Figure 1. Metal layers overlaid (run 1).
Bar = 20 microns.
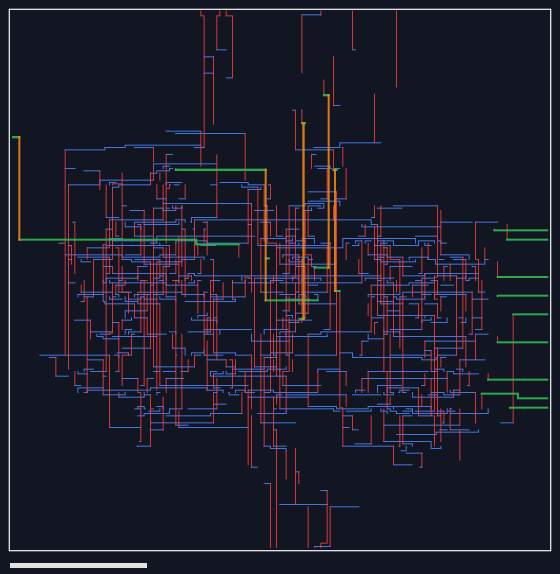
Figure 2. Floorplan with the power grid (run 1).
Bar = 20 microns. Pins as bars on the die edge.
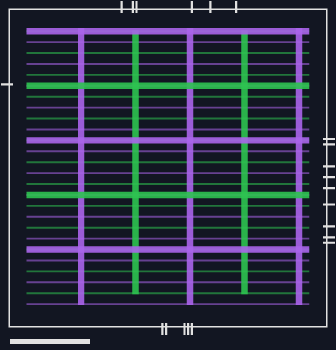
Figure 3. Placed cells, one colour a class (run 1).
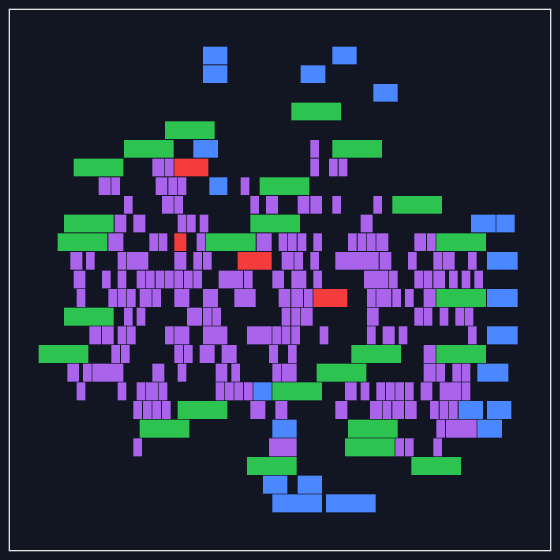
<file path="src/rtl/mul_controller.sv">
// Control FSM for a shift-free repeated-add multiplier (P += A, B -= 1 until B == 0).
//
// Ports
//   clk        : clock, all state changes on rising edge
//   rst        : synchronous active-high reset
//   start      : request one multiply (sampled only in S_IDLE)
//   abort      : synchronous cancel of any operation in progress
//   done       : datapath flag, 1 when the B register is 0
//   lda, ldb   : load A / load B
//   ldp, clrp  : accumulate P / clear P
//   decb       : decrement B
//   busy       : high in every state except S_IDLE
//   prod_valid : one-cycle pulse, datapath product valid
//   err        : one-cycle pulse after a timeout abort
//   iter_cnt   : accumulate cycles issued in the current or last operation
module mul_controller #(
   parameter int unsigned TIMEOUT = 300,
   parameter int unsigned CNT_W   = 9
) (
   input  logic       clk,
   input  logic       rst,
   input  logic       start,
   input  logic       abort,
   input  logic       done,
   output logic       lda,
   output logic       ldb,
   output logic       ldp,
   output logic       clrp,
   output logic       decb,
   output logic       busy,
   output logic       prod_valid,
   output logic       err,
   output logic [7:0] iter_cnt
);

   typedef enum logic [2:0] {S_IDLE, S_LDA, S_LDB, S_ADD, S_DONE} state_t;

   localparam logic [CNT_W-1:0] AddLast = CNT_W'(TIMEOUT - 1);

   state_t           state;
   logic [CNT_W-1:0] add_cnt;

   // Accumulate and decrement follow done directly so the add loop runs
   // exactly B cycles without a pipeline bubble.
   assign ldp  = (state == S_ADD) & ~done;
   assign decb = (state == S_ADD) & ~done;

   always_ff @(posedge clk) begin
      if (rst) begin
         state      <= S_IDLE;
         add_cnt    <= '0;
         iter_cnt   <= '0;
         lda        <= 1'b0;
         ldb        <= 1'b0;
         clrp       <= 1'b0;
         busy       <= 1'b0;
         prod_valid <= 1'b0;
         err        <= 1'b0;
      end else begin
         // Registered outputs are pulses unless re-asserted by the next state.
         lda        <= 1'b0;
         ldb        <= 1'b0;
         clrp       <= 1'b0;
         prod_valid <= 1'b0;
         err        <= 1'b0;
         case (state)
            S_IDLE: begin
               if (start && !abort) begin
                  state    <= S_LDA;
                  iter_cnt <= '0;
                  lda      <= 1'b1;
                  busy     <= 1'b1;
               end
            end
            S_LDA: begin
               if (abort) begin
                  state <= S_IDLE;
                  busy  <= 1'b0;
               end else begin
                  state <= S_LDB;
                  ldb   <= 1'b1;
                  clrp  <= 1'b1;
               end
            end
            S_LDB: begin
               if (abort) begin
                  state <= S_IDLE;
                  busy  <= 1'b0;
               end else begin
                  state   <= S_ADD;
                  add_cnt <= '0;
               end
            end
            S_ADD: begin
               if (abort) begin
                  state <= S_IDLE;
                  busy  <= 1'b0;
               end else if (done) begin
                  state      <= S_DONE;
                  prod_valid <= 1'b1;
               end else begin
                  if (iter_cnt != 8'hff) begin
                     iter_cnt <= iter_cnt + 8'd1;
                  end
                  // add_cnt counts cycles already spent in S_ADD; this is the last allowed one.
                  if (add_cnt == AddLast) begin
                     state <= S_IDLE;
                     busy  <= 1'b0;
                     err   <= 1'b1;
                  end else begin
                     add_cnt <= add_cnt + 1'b1;
                  end
               end
            end
            S_DONE: begin
               state <= S_IDLE;
               busy  <= 1'b0;
            end
            default: begin
               state <= S_IDLE;
               busy  <= 1'b0;
            end
         endcase
      end
   end

endmodule

</file>
<file path="config.mk">
export PLATFORM = sky130hd
export DESIGN_NAME = mul_controller
export DESIGN_NICKNAME = d
export VERILOG_FILES = /design/src/rtl/mul_controller.sv
export SDC_FILE = /design/constraint.sdc
export NUM_CORES = 1
export LEC_CHECK = 0
export ABC_AREA = 1
export CAP_MARGIN = 20
export CORE_MARGIN = 4
export CORE_UTILIZATION = 28
export DETAILED_ROUTE_END_ITERATION = 16
export PLACE_DENSITY = 0.58
export SLEW_MARGIN = 25
export SYNTH_ARGS = -nofsm -noshare
export SYNTH_HDL_FRONTEND = slang
export SYNTH_SLANG_ARGS = --single-unit
</file>
<file path="constraint.sdc">
create_clock -name clk -period 1.75 [get_ports clk]
set_input_delay 0.175 -clock clk [delete_from_list [all_inputs] [get_ports clk]]
set_output_delay 0.175 -clock clk [all_outputs]
set_load 0.05 [all_outputs]
</file>
==> flow_summary.toml, run 1 <==
# yosys + openroad results
[status]
status = "complete, no violations"

[route]
top_layer_used = "met4"
met2_length_mm = 1.577
drc = 0
drt-met1-wl_mm = 1.488
dr.pass1.iters = 4
drtIter0Drc = 46

[global_routing]
grt_first_pass_wirelength_mm = 5.671
antenna_found_initial = 0
met2_usage = 0.1952
grt_most_used_layer = "met2"
grt_overflow = 0

[synthesis]
async_flop_share = 0
mux_share = 0
netlist_instances = 220
synth_flops = 25
most_common_cell = "nand2_1"
ys_seq_frac = 0.3575
top_area_cell = "dfxtp_1"
postSynthAreaPerCell_sq_um = 6.364
synth_nets = 227
xor_share = 0.01251
edf_count = 0
yosys-top-cells-area = "dfxtp_1 36%, nand2_1 18%, nor2_1 8.0%"
synthTopCellsByCount = "66 x nand2_1, 30 x nor2_1, 25 x dfxtp_1"
ys_cells = 220
synth.distinct_cells = 26
synth_top_area_share = 0.3575
ys_sh_simple = 0.4004
syn_area_sq_um = 1400
ys_chip_area_sq_um = 1400
yosysWarningCount = 0
adder_share = 0.01787

[critical_path]
endpoint = "iter_cnt[6]"
r2r_start = "add_cnt[0]"
path_delay_family = "buffers and inverters"
crit_start = "iter_cnt[6]"
crit_path_start_kind = "flip-flop"
r2r_setup_slack_ns = 0.28
crit_type = "reg2out"
crit_path_max_incr_delay_ns = 0.83
cp.arrival_ns = 1.52
crit_chain = "clkdlybuf4s50_1"
timing.critical_path.fanout_max = 5

[flow_run]
drv_cap = 0
warning_count = 26

[clock_tree]
cts_tree = "done"
htreeDepth = 1
cts_root_buf = "clkbuf_8"
cts_setup_buffers = 0
cts_num_sinks = 25
clk_transition_reported_paths_ns = 0.10
ctsHoldBuffers = 0

[timing]
period_minus_slack_ns = 1.696
finalSetupTns_ns = 0
rsz0062_at_grt = "no"
max_slew_margin = 0.6612
fin_hold_ws_ns = 0.4885
slew_violations = 0
post-route-period-util = 0.9689
hold_viol_final = 0
setup_viol = 0
max_freq_ghz = 0.5898

[cells_and_area]
buf_share = 0.1392
buffers_excl_clock = 22
finalNonFillerCells = 307
lay_top_count = "nand2_1"
fill_cells = 527
dominant_cells = "multi-input combinational cells"
regArea_sq_um = 500.5
ff_count = 25
drive_gt1_frac = 0.1125

[power_and_ir_drop]
p_leak_uw = 0.0007026
power_per_cell_area_nw_per_um2 = 620.2
seqPwrFrac = 0.538
p_total_uw = 1082
p_clk_frac = 0.332
power_combinational_uw = 140
pwr-share-comb = 0.130

[min_path]
hp-start = "add_cnt[7]"
hold_depth = 2

[die]
num_io_pins = 21
die-area_sq_um = 6196

[placement]
place_ws_ns = 0.09209
hpwl_mm = 2.521
place_area_sq_um = 1680
gp_congestion = 0.8584
About Figure 1:
colour	layer	wire length
green	met3	123 microns
orange	met4	105 microns
red	met2	1580 microns
blue	met1	1490 microns
Total Routed Length: 3.294 mm
via count: 1399
WL/cell: 10.73 microns
GRT Resource Usage Total: 0.1124

About Figure 2:
colour	net
purple	VSS
green	VDD
met4 straps	5
signal pins	21
rows	25
met5 straps	5
met1 rails	26
Die X-Extent: 78.72 microns
worst vdd ir: 0.3536 mV
Core ar.: 4786 sq um
Vert. Die Dim: 78.72 microns

About Figure 3:
colour	class	cells
green	flip-flops	25
blue	other buffers and delay cells	22
purple	all other logic	189
red	clock drivers and dummy loads	4
Finished Cell Area: 1744 sq um
fin util: 0.3644
Row Count: 25
Seq/total area: 0.2869

Figure 4. Clock nets (run 1).
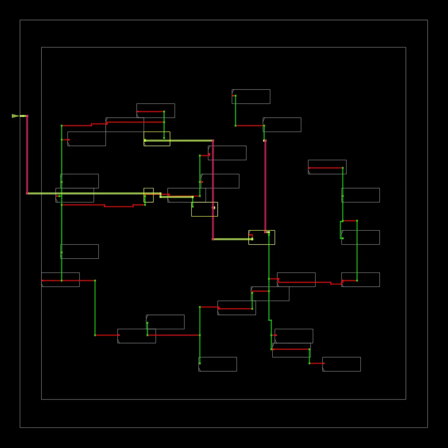

## Run 2: what changed since run 1
Settings changed: ABC_AREA 1 to not set.
Figure 5. Clock nets (run 2).
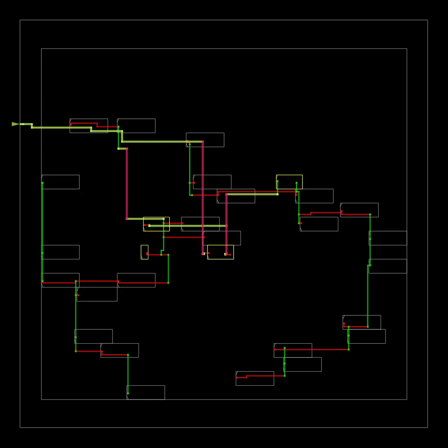
number of CTS-inserted buffers: 3
clk_buf instances: 4
Clk power: 347 uW
clk_lat worst skew: 0.27 ns
skew final: 0.004077 ns

==> run 2 against run 1 <==
  * Total power fell by 4.8%
  * Utilization rose by 1.2 points
  * Largest cell class unchanged
  * Cell area up 4.0%
  * Worst setup slack gained 0.034 ns
  * Worst hold slack barely moved
  * Critical endpoint is now iter_cnt[0]
  * Count of clock-buffer cells in the layout up 1
  * Routed wire length grew 8.2%
  * Largest power group unchanged
  * Sequential share of layout area is 1.0 points lower
  * Die area increased by 0.71%
  * Clock skew is 0.0028 ns lower
==> flow_summary.toml, run 2 <==
# yosys + openroad results
[clock_tree]
cts_num_sinks = 25
cts_tree = "done"
htreeDepth = 1
cts_root_buf = "clkbuf_8"
clk_transition_reported_paths_ns = 0.09
cts_setup_buffers = 0

[synthesis]
most_common_cell = "dfxtp_1"
yosys-top-cells-area = "dfxtp_1 35%, a21oi_1 3.5%, nand4_1 3.1%"
yosysWarningCount = 0
syn_area_sq_um = 1411
synth_flops = 25
synth.distinct_cells = 57
ys_sh_simple = 0.3014
adder_share = 0.01773
edf_count = 0
postSynthAreaPerCell_sq_um = 9.047
top_area_cell = "dfxtp_1"
mux_share = 0.007092
ys_chip_area_sq_um = 1411
ys_seq_frac = 0.3546
xor_share = 0.01241
synth_top_area_share = 0.3546
synth_nets = 163

[power_and_ir_drop]
seqPwrFrac = 0.562
p_clk_frac = 0.337
p_leak_uw = 0.0006916
p_total_uw = 1030
power_combinational_uw = 104
power_per_cell_area_nw_per_um2 = 567.7

[timing]
max_freq_ghz = 0.6019
slew_violations = 0
period_minus_slack_ns = 1.661
fin_hold_ws_ns = 0.4888
setup_viol = 0
post-route-period-util = 0.9494
max_slew_margin = 0.6654

[die]
num_io_pins = 21
die-area_sq_um = 6240
rows = 25

[placement]
place_area_sq_um = 1768
hpwl_mm = 2.637
gp_congestion = 0.8245

[route]
dr.pass1.iters = 4
top_layer_used = "met4"
met2_length_mm = 1.570
drtIter0Drc = 52
drt-met1-wl_mm = 1.786
wl_mm = 3.564
drc = 0
wl_per_cell_microns = 14.03
via_count = 1341

[flow_run]
warning_count = 26
drv_cap = 0

[cells_and_area]
dominant_cells = "multi-input combinational cells"
buffers_excl_clock = 37
fill_cells = 537
regArea_sq_um = 501.7
drive_gt1_frac = 0.2246
seq_area_frac = 0.2766
finalNonFillerCells = 254

[critical_path]
crit_start = "iter_cnt[0]"
cp.arrival_ns = 1.49
crit_type = "reg2out"
endpoint = "iter_cnt[0]"
r2r_setup_slack_ns = 0.17
r2r_start = "add_cnt[1]"
crit_path_start_kind = "flip-flop"

[global_routing]
grt_most_used_layer = "met2"
grt_overflow = 0
antenna_found_initial = 0
grt_usage = 0.1211

[status]
status = "complete, no violations"

[min_path]
hold_depth = 1
Figure 6. Floorplan with the power grid (run 2).
Bar = 20 microns. Pins as bars on the die edge.
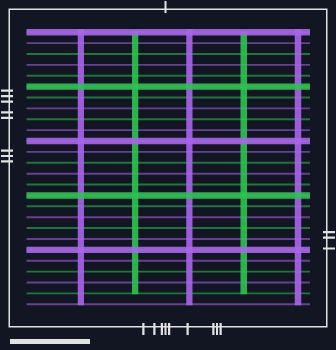
colour	net
green	VDD
purple	VSS
signal pins	21
met5 straps	5
met4 straps	5
met1 rails	26
Die X-Extent: 79.00 microns
Core ar.: 4817 sq um
worst vdd ir: 0.2561 mV

## Run 3: what changed since run 2
Settings changed: SLEW_MARGIN 25 to not set.
Figure 7. Clock network drawn from the DEF (run 3).
Bar = 20 microns.
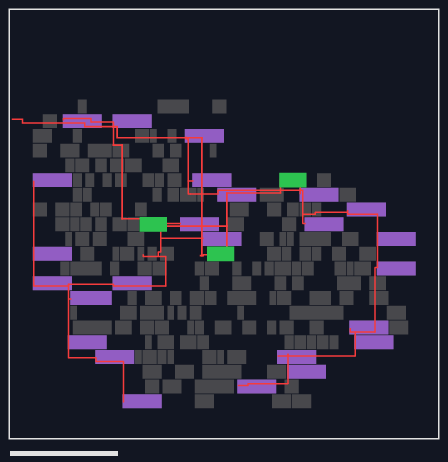
[red] clock wires | length: 364 microns
[purple] flip-flops | count: 25
[green] cells driving clock nets | count: 3
routed clock nets	4
clock share of power: 0.337

Figure 8. Clock nets (run 3).
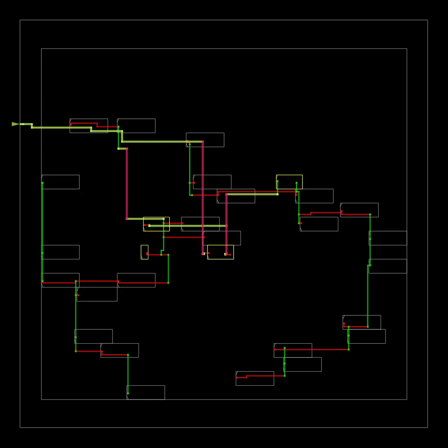
Sink Count: 25
Flops: 25

==> run 3 against run 2 <==
  * Total power unchanged
  * Cell count stayed put
  * Global-route usage unchanged
  * Combinational power about the same
  * Synthesized cell count stayed put
  * Synthesized area unchanged
  * Worst setup slack unchanged
  * Worst hold slack is the same
  * Sequential power is essentially flat
  * First-iteration DRC count unchanged
  * Clock power about the same
  * Critical path type unchanged
  * Cell area unchanged
==> flow_summary.toml, run 3 <==
# yosys + openroad results
[placement]
place_area_sq_um = 1768
gp_congestion = 0.8245
place_ws_ns = -0.0005973

[cells_and_area]
regArea_sq_um = 501.7
buf_share = 0.1834
lay_top_count = "dfxtp_1"
drive_gt1_frac = 0.2246

[route]
dr.pass1.iters = 4
wl_per_cell_microns = 14.03
top_layer_used = "met4"
drt-met1-wl_mm = 1.786

[synthesis]
top_area_cell = "dfxtp_1"
netlist_instances = 156
syn_area_sq_um = 1411
yosysWarningCount = 0
edf_count = 0
postSynthAreaPerCell_sq_um = 9.047

[timing]
setup_viol = 0
max_freq_ghz = 0.6019
slew_violations = 0
post-route-period-util = 0.9494
skew_ns = 0.004077

[die]
die-area_sq_um = 6240
die_w_microns = 79.00

[status]
status = "complete, no violations"

[power_and_ir_drop]
power_combinational_uw = 104
power_per_cell_area_nw_per_um2 = 567.7
seqPwrFrac = 0.562
p_leak_uw = 0.0006916

[critical_path]
crit_type = "reg2out"
crit_start = "iter_cnt[0]"
r2r_start = "add_cnt[1]"

[clock_tree]
clk_transition_reported_paths_ns = 0.09
clk_latency_ns = 0.27
cts_setup_buffers = 0

[flow_run]
warning_count = 26
No activity file was given, so power comes from the tool's default toggle rates.
